[src/rtl/arv_pkg.sv]
// Core-wide widths plus the read arbiter's state and requester encodings.
// Shared by the memory read interface, the arbiter and its grant sub-block.
package arv_pkg;

  localparam int XLEN          = 32;
  localparam int PHY_ADDR_SIZE = 32;

  typedef enum logic [1:0] {ARB_IDLE, ARB_ISSUE, ARB_WAIT} arb_state_e;
  typedef enum logic {REQ_IFETCH, REQ_DMEM} req_id_e;

endpackage

[src/rtl/memory_read_if.sv]
// Single-beat read port: requester holds rd_en until rd_valid; responder returns data.
// REQ is the issuing side, RESP the answering side.
interface memory_read_if;

  logic                              rd_en;
  logic [arv_pkg::PHY_ADDR_SIZE-1:0] rd_addr;
  logic                              rd_valid;
  logic [arv_pkg::XLEN-1:0]          rd_data;

  modport REQ  (output rd_en, rd_addr, input  rd_valid, rd_data);
  modport RESP (input  rd_en, rd_addr, output rd_valid, rd_data);

endinterface

[src/rtl/rr_arbiter2.sv]
// Two-way grant (ifetch vs dmem): combinational pick, last_grant updates on grant_take.
// Zero latency; loser simply keeps requesting, no backpressure of its own.
module rr_arbiter2
  import arv_pkg::*;
#(
  parameter int ROUND_ROBIN = 1
) (
  input  logic    clk,
  input  logic    rst_n,
  input  logic    req_ifetch,
  input  logic    req_dmem,
  input  logic    grant_take,
  output req_id_e gnt_id
);

  req_id_e last_grant_q, last_grant_d;

  always_comb begin
    gnt_id = REQ_IFETCH;
    if (req_ifetch && req_dmem) begin
      if (ROUND_ROBIN != 0) begin
        gnt_id = (last_grant_q == REQ_DMEM) ? REQ_IFETCH : REQ_DMEM;
      end else begin
        gnt_id = REQ_DMEM;
      end
    end else if (req_dmem) begin
      gnt_id = REQ_DMEM;
    end
    last_grant_d = grant_take ? gnt_id : last_grant_q;
  end

  // Reset to dmem so the first contended grant favours ifetch.
  always_ff @(posedge clk or negedge rst_n) begin
    if (!rst_n) begin
      last_grant_q <= REQ_DMEM;
    end else begin
      last_grant_q <= last_grant_d;
    end
  end

endmodule

[src/rtl/memory_read_arbiter.sv]
// Serialises ifetch/dmem reads onto one memory port, one outstanding; routes responses back.
// rd_en->mem.rd_en 1 cycle, response path 0 cycles; requesters are held off by their rd_en-until-rd_valid handshake.
module memory_read_arbiter
  import arv_pkg::*;
#(
  parameter int ROUND_ROBIN    = 1,
  parameter int TIMEOUT_CYCLES = 0
) (
  input  logic             clk,
  input  logic             rst_n,
  memory_read_if.RESP      ifetch,
  memory_read_if.RESP      dmem,
  memory_read_if.REQ       mem,
  output logic             busy,
  output logic             grant_id,
  output logic             err_timeout
);

  localparam int CNT_W = (TIMEOUT_CYCLES > 0) ? $clog2(TIMEOUT_CYCLES + 1) : 1;
  localparam logic [CNT_W-1:0] CNT_LAST = CNT_W'((TIMEOUT_CYCLES > 0) ? TIMEOUT_CYCLES - 1 : 0);

  arb_state_e               state_q, state_d;
  req_id_e                  gid_q, gid_d;
  logic [PHY_ADDR_SIZE-1:0] addr_q, addr_d;
  logic                     mem_en_q, mem_en_d;
  logic                     busy_q, busy_d;
  logic                     err_q, err_d;
  logic [CNT_W-1:0]         cnt_q, cnt_d;

  req_id_e                  arb_gnt;
  logic                     grant_take;
  logic                     done;
  logic [XLEN-1:0]          rdata;

  rr_arbiter2 #(.ROUND_ROBIN(ROUND_ROBIN)) u_arb (
    .clk        (clk),
    .rst_n      (rst_n),
    .req_ifetch (ifetch.rd_en),
    .req_dmem   (dmem.rd_en),
    .grant_take (grant_take),
    .gnt_id     (arb_gnt)
  );

  // err_q is raised one cycle ahead so the forced completion lands on count == TIMEOUT_CYCLES.
  assign done = (state_q == ARB_WAIT) && (mem.rd_valid || err_q);

  always_comb begin
    state_d    = state_q;
    gid_d      = gid_q;
    addr_d     = addr_q;
    mem_en_d   = 1'b0;
    err_d      = 1'b0;
    cnt_d      = cnt_q;
    grant_take = 1'b0;
    case (state_q)
      ARB_IDLE: begin
        if (ifetch.rd_en || dmem.rd_en) begin
          grant_take = 1'b1;
          gid_d      = arb_gnt;
          addr_d     = (arb_gnt == REQ_DMEM) ? dmem.rd_addr : ifetch.rd_addr;
          mem_en_d   = 1'b1;
          state_d    = ARB_ISSUE;
        end
      end
      ARB_ISSUE: begin
        cnt_d   = '0;
        state_d = ARB_WAIT;
      end
      ARB_WAIT: begin
        cnt_d = cnt_q + CNT_W'(1);
        if (done) begin
          state_d = ARB_IDLE;
        end else if ((TIMEOUT_CYCLES > 0) && (cnt_q == CNT_LAST)) begin
          err_d = 1'b1;
        end
      end
      default: state_d = ARB_IDLE;
    endcase
    busy_d = (state_d != ARB_IDLE);
  end

  always_ff @(posedge clk or negedge rst_n) begin
    if (!rst_n) begin
      state_q  <= ARB_IDLE;
      gid_q    <= REQ_IFETCH;
      addr_q   <= '0;
      mem_en_q <= 1'b0;
      busy_q   <= 1'b0;
      err_q    <= 1'b0;
      cnt_q    <= '0;
    end else begin
      state_q  <= state_d;
      gid_q    <= gid_d;
      addr_q   <= addr_d;
      mem_en_q <= mem_en_d;
      busy_q   <= busy_d;
      err_q    <= err_d;
      cnt_q    <= cnt_d;
    end
  end

  always_comb begin
    rdata           = err_q ? '0 : mem.rd_data;
    ifetch.rd_valid = done && (gid_q == REQ_IFETCH);
    dmem.rd_valid   = done && (gid_q == REQ_DMEM);
    ifetch.rd_data  = ifetch.rd_valid ? rdata : '0;
    dmem.rd_data    = dmem.rd_valid ? rdata : '0;
  end

  assign mem.rd_en   = mem_en_q;
  assign mem.rd_addr = addr_q;
  assign busy        = busy_q;
  assign grant_id    = gid_q;
  assign err_timeout = err_q;

endmodule

[src/flat_wrapper.sv]
// flat-port wrapper written by rule: the top's interface ports become plain ports
module memory_read_arbiter_flat import arv_pkg::*;
#(
  parameter int ROUND_ROBIN    = 1,
  parameter int TIMEOUT_CYCLES = 0
)
  (clk, rst_n, busy, grant_id, err_timeout, ifetch_rd_en, ifetch_rd_addr, ifetch_rd_valid, ifetch_rd_data, dmem_rd_en, dmem_rd_addr, dmem_rd_valid, dmem_rd_data, mem_rd_en, mem_rd_addr, mem_rd_valid, mem_rd_data);
  memory_read_if ifetch_i ();
  memory_read_if dmem_i ();
  memory_read_if mem_i ();
  input  logic clk;
  input  logic rst_n;
  output logic busy;
  output logic grant_id;
  output logic err_timeout;
  input wire logic [$bits(ifetch_i.rd_en)-1:0] ifetch_rd_en;
  input wire logic [$bits(ifetch_i.rd_addr)-1:0] ifetch_rd_addr;
  output wire logic [$bits(ifetch_i.rd_valid)-1:0] ifetch_rd_valid;
  output wire logic [$bits(ifetch_i.rd_data)-1:0] ifetch_rd_data;
  input wire logic [$bits(dmem_i.rd_en)-1:0] dmem_rd_en;
  input wire logic [$bits(dmem_i.rd_addr)-1:0] dmem_rd_addr;
  output wire logic [$bits(dmem_i.rd_valid)-1:0] dmem_rd_valid;
  output wire logic [$bits(dmem_i.rd_data)-1:0] dmem_rd_data;
  output wire logic [$bits(mem_i.rd_en)-1:0] mem_rd_en;
  output wire logic [$bits(mem_i.rd_addr)-1:0] mem_rd_addr;
  input wire logic [$bits(mem_i.rd_valid)-1:0] mem_rd_valid;
  input wire logic [$bits(mem_i.rd_data)-1:0] mem_rd_data;
  assign ifetch_i.rd_en = ifetch_rd_en;
  assign ifetch_i.rd_addr = ifetch_rd_addr;
  assign ifetch_rd_valid = ifetch_i.rd_valid;
  assign ifetch_rd_data = ifetch_i.rd_data;
  assign dmem_i.rd_en = dmem_rd_en;
  assign dmem_i.rd_addr = dmem_rd_addr;
  assign dmem_rd_valid = dmem_i.rd_valid;
  assign dmem_rd_data = dmem_i.rd_data;
  assign mem_rd_en = mem_i.rd_en;
  assign mem_rd_addr = mem_i.rd_addr;
  assign mem_i.rd_valid = mem_rd_valid;
  assign mem_i.rd_data = mem_rd_data;
  memory_read_arbiter #(.ROUND_ROBIN(ROUND_ROBIN), .TIMEOUT_CYCLES(TIMEOUT_CYCLES)) u_core (.clk(clk), .rst_n(rst_n), .ifetch(ifetch_i), .dmem(dmem_i), .mem(mem_i), .busy(busy), .grant_id(grant_id), .err_timeout(err_timeout));
endmodule
[config.mk]
export PLATFORM = sky130hd
export DESIGN_NAME = memory_read_arbiter_flat
export DESIGN_NICKNAME = d
export VERILOG_FILES = /design/src/rtl/arv_pkg.sv /design/src/rtl/memory_read_if.sv /design/src/rtl/rr_arbiter2.sv /design/src/rtl/memory_read_arbiter.sv /design/src/flat_wrapper.sv
export SDC_FILE = /design/constraint.sdc
export NUM_CORES = 1
export LEC_CHECK = 0
export CAP_MARGIN = 25
export CORE_MARGIN = 5
export CORE_UTILIZATION = 36
export DETAILED_ROUTE_END_ITERATION = 8
export PLACE_DENSITY = 0.95
export SLEW_MARGIN = 25
export SYNTH_ARGS = -nofsm -noshare
export SYNTH_HDL_FRONTEND = slang
export SYNTH_SLANG_ARGS = --single-unit
export TNS_END_PERCENT = 1
[constraint.sdc]
create_clock -name clk -period 4.8 [get_ports clk]
set_clock_uncertainty 0.1 [all_clocks]
set_input_delay 1.44 -clock clk [delete_from_list [all_inputs] [get_ports clk]]
set_output_delay 1.44 -clock clk [all_outputs]
set_load 0.02 [all_outputs]
Fig. 1: gate families picked out
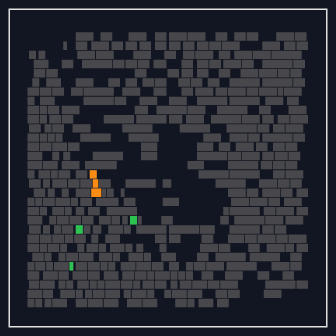
| colour | family | cells |
|---|---|---|
| green | NAND gates | 3 |
| orange | inverting AOI/OAI gates | 3 |
share of cell area taken by multi-input logic gates: 30.3%
commonest non-fill, non-tap cell in the layout: clkdlybuf4s50_1

Fig. 2: clock wires, drivers and flops
Scale bar: 20 µm.
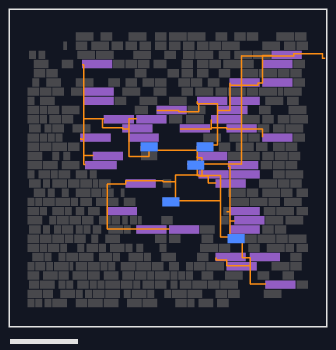
[orange] clock wires | length: 464 µm
[blue] cells driving clock nets | count: 5
[purple] flip-flops | count: 38
routed clock nets: 6
clk_lat worst skew: 280 ps
clk pwr: 222 µW
Clock power frac: 10.1%

Fig. 3: signal wires on met2
Cells faint in the background.
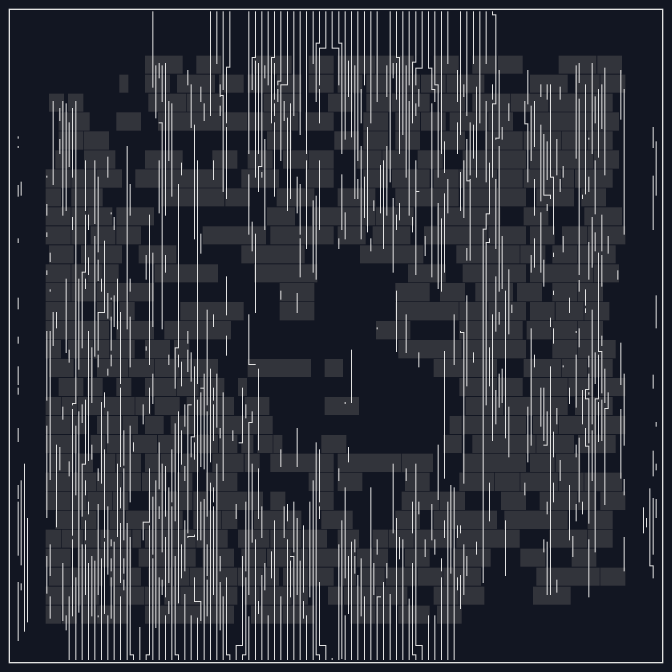
share of all routed wire: 55%
nets with wire on the layer: 464
longest straight run: 50.7 µm
wire length on this layer: 4770 µm
main direction: vertical
DRT Wirelength: 8730 µm
global-route met2 utilization: 35.7%

Fig. 4: cell classes on the final placement
Scale bar: 20 µm.
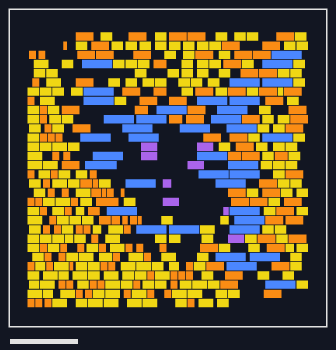
| colour | class | cells | share of their area |
|---|---|---|---|
| orange | all other logic | 144 | 31% |
| purple | clock drivers and dummy loads | 8 | 2.0% |
| yellow | other buffers and delay cells | 207 | 46% |
| blue | flip-flops | 38 | 20% |
core area: 6790 µm²
FP Rows: 30
final core occ: 70.2%

==> impl_metrics.json <==
{
  "hold_viol": 0,
  "edf_count": 0,
  "total_power_mw": 2.19,
  "power_leakage_nw": 2.78,
  "endpoint": "ifetch_rd_data[6]",
  "outcome": "complete, no violations",
  "ff_count": 38,
  "warnings": 27,
  "vias_per_cell": 4.51,
  "post_cts_buffers": 0,
  "cp-startpoint": "mem_rd_valid",
  "cp_data_arrival_time_ps": 3220,
  "chipWidth_um": 93.5,
  "avgRoutedWirePerCell_um": 17.7,
  "peakVddDrop_v": 0.000206,
  "floorplan.nets": 297,
  "max-cap-violations": 0,
  "hold_depth": 1,
  "p_sw_share_pct": 36.8,
  "critical_path_class": "primary input to output pin",
  "clkSinkCount": 38,
  "clkTransAtPathRegs_ps": 70,
  "top_area_cell": "dfrtp_1",
  "drt-initial-drc-count": 18,
  "cpLargestDelayFamily": "buffers and inverters",
  "holdBufCountCts": 0,
  "dr.pass1.iters": 3,
  "fp.dieH_um": 93.5,
  "cpMostUsedCell": "clkdlybuf4s50_1",
  "seq_power_share_pct": 27.1,
  "fill_cells": 451,
  "async_flop_share_pct": 100,
  "cts_root_buffer": "clkbuf_8",
  "use_met3_pct": 8.29,
  "cpPeakStageDelay_ps": 640,
  "layoutNonFillerInstCount": 493,
  "clk_share_pct": 1.99,
  "path_max_fanout": 14,
  "hpwlAfterDp_um": 7070,
  "clock.fmax_ghz": 0.210,
  "cts_tree": "done",
  "finalCritPeriodShare_pct": 99.2,
  "path_depth": 6,
  "top_cells_by_area": "dfrtp_1 (37%), mux2_4 (35%), and2_1 (16%), mux2_2 (2.7%), buf_12 (2.4%)",
  "ys_warn_count": 0,
  "period_needed_ps": 4760,
  "rr_endpoint": "u_core.mem.rd_addr[12]",
  "grt_max_degree": 39,
  "overflow": 0,
  "drv_slew": 0,
  "initCoreUtil_pct": 37.0,
  "nets": 497,
  "rr_worst_depth": 4,
  "avgSynthCellArea_um2": 12.8,
  "buffers": 207,
  "p_int_mw": 1.38,
  "grt_pass1_wl_um": 13000,
  "pre_cts_ws_ps": -18.8,
  "required_ps": 3260,
  "layout_top_cells": "clkdlybuf4s50_1 (155), and2_1 (64), mux2_4 (58), dlymetal6s2s_1 (40), dfrtp_1 (37)"
}
[power groups by stage]
stage	sequential, mW	combinational, mW	clock [mW]
floorplan	0.770	0.620	0
global placement	0.583	1.37	0
detailed placement	0.598	1.39	0
CTS	0.594	1.40	0.232
global route	0.616	1.45	0.246
finish	0.594	1.38	0.222
[worst reg2reg max path, stage by stage (launching register included)]
cell and delay, ps:
dfstp_2 540, a21bo_2 620, buf_4 360, mux2_2 360
mux2_2 260
[registers in the layout (all words and copies together), names as in the netlist]
signal	count
u_core.busy	1
u_core.grant_id	1
u_core.mem.rd_addr	32
u_core.mem.rd_en	1
u_core.state_q	2
u_core.u_arb.last_grant_q	1
[layer usage]
metal | up-vias | share of wire (%)
li1 | 1055 | -
met1 | 1050 | 34
met4 | 0 | 0.94
met2 | 110 | 55
met3 | 6 | 11
met5 | - | 0
Power and IR drop assume default switching activity.
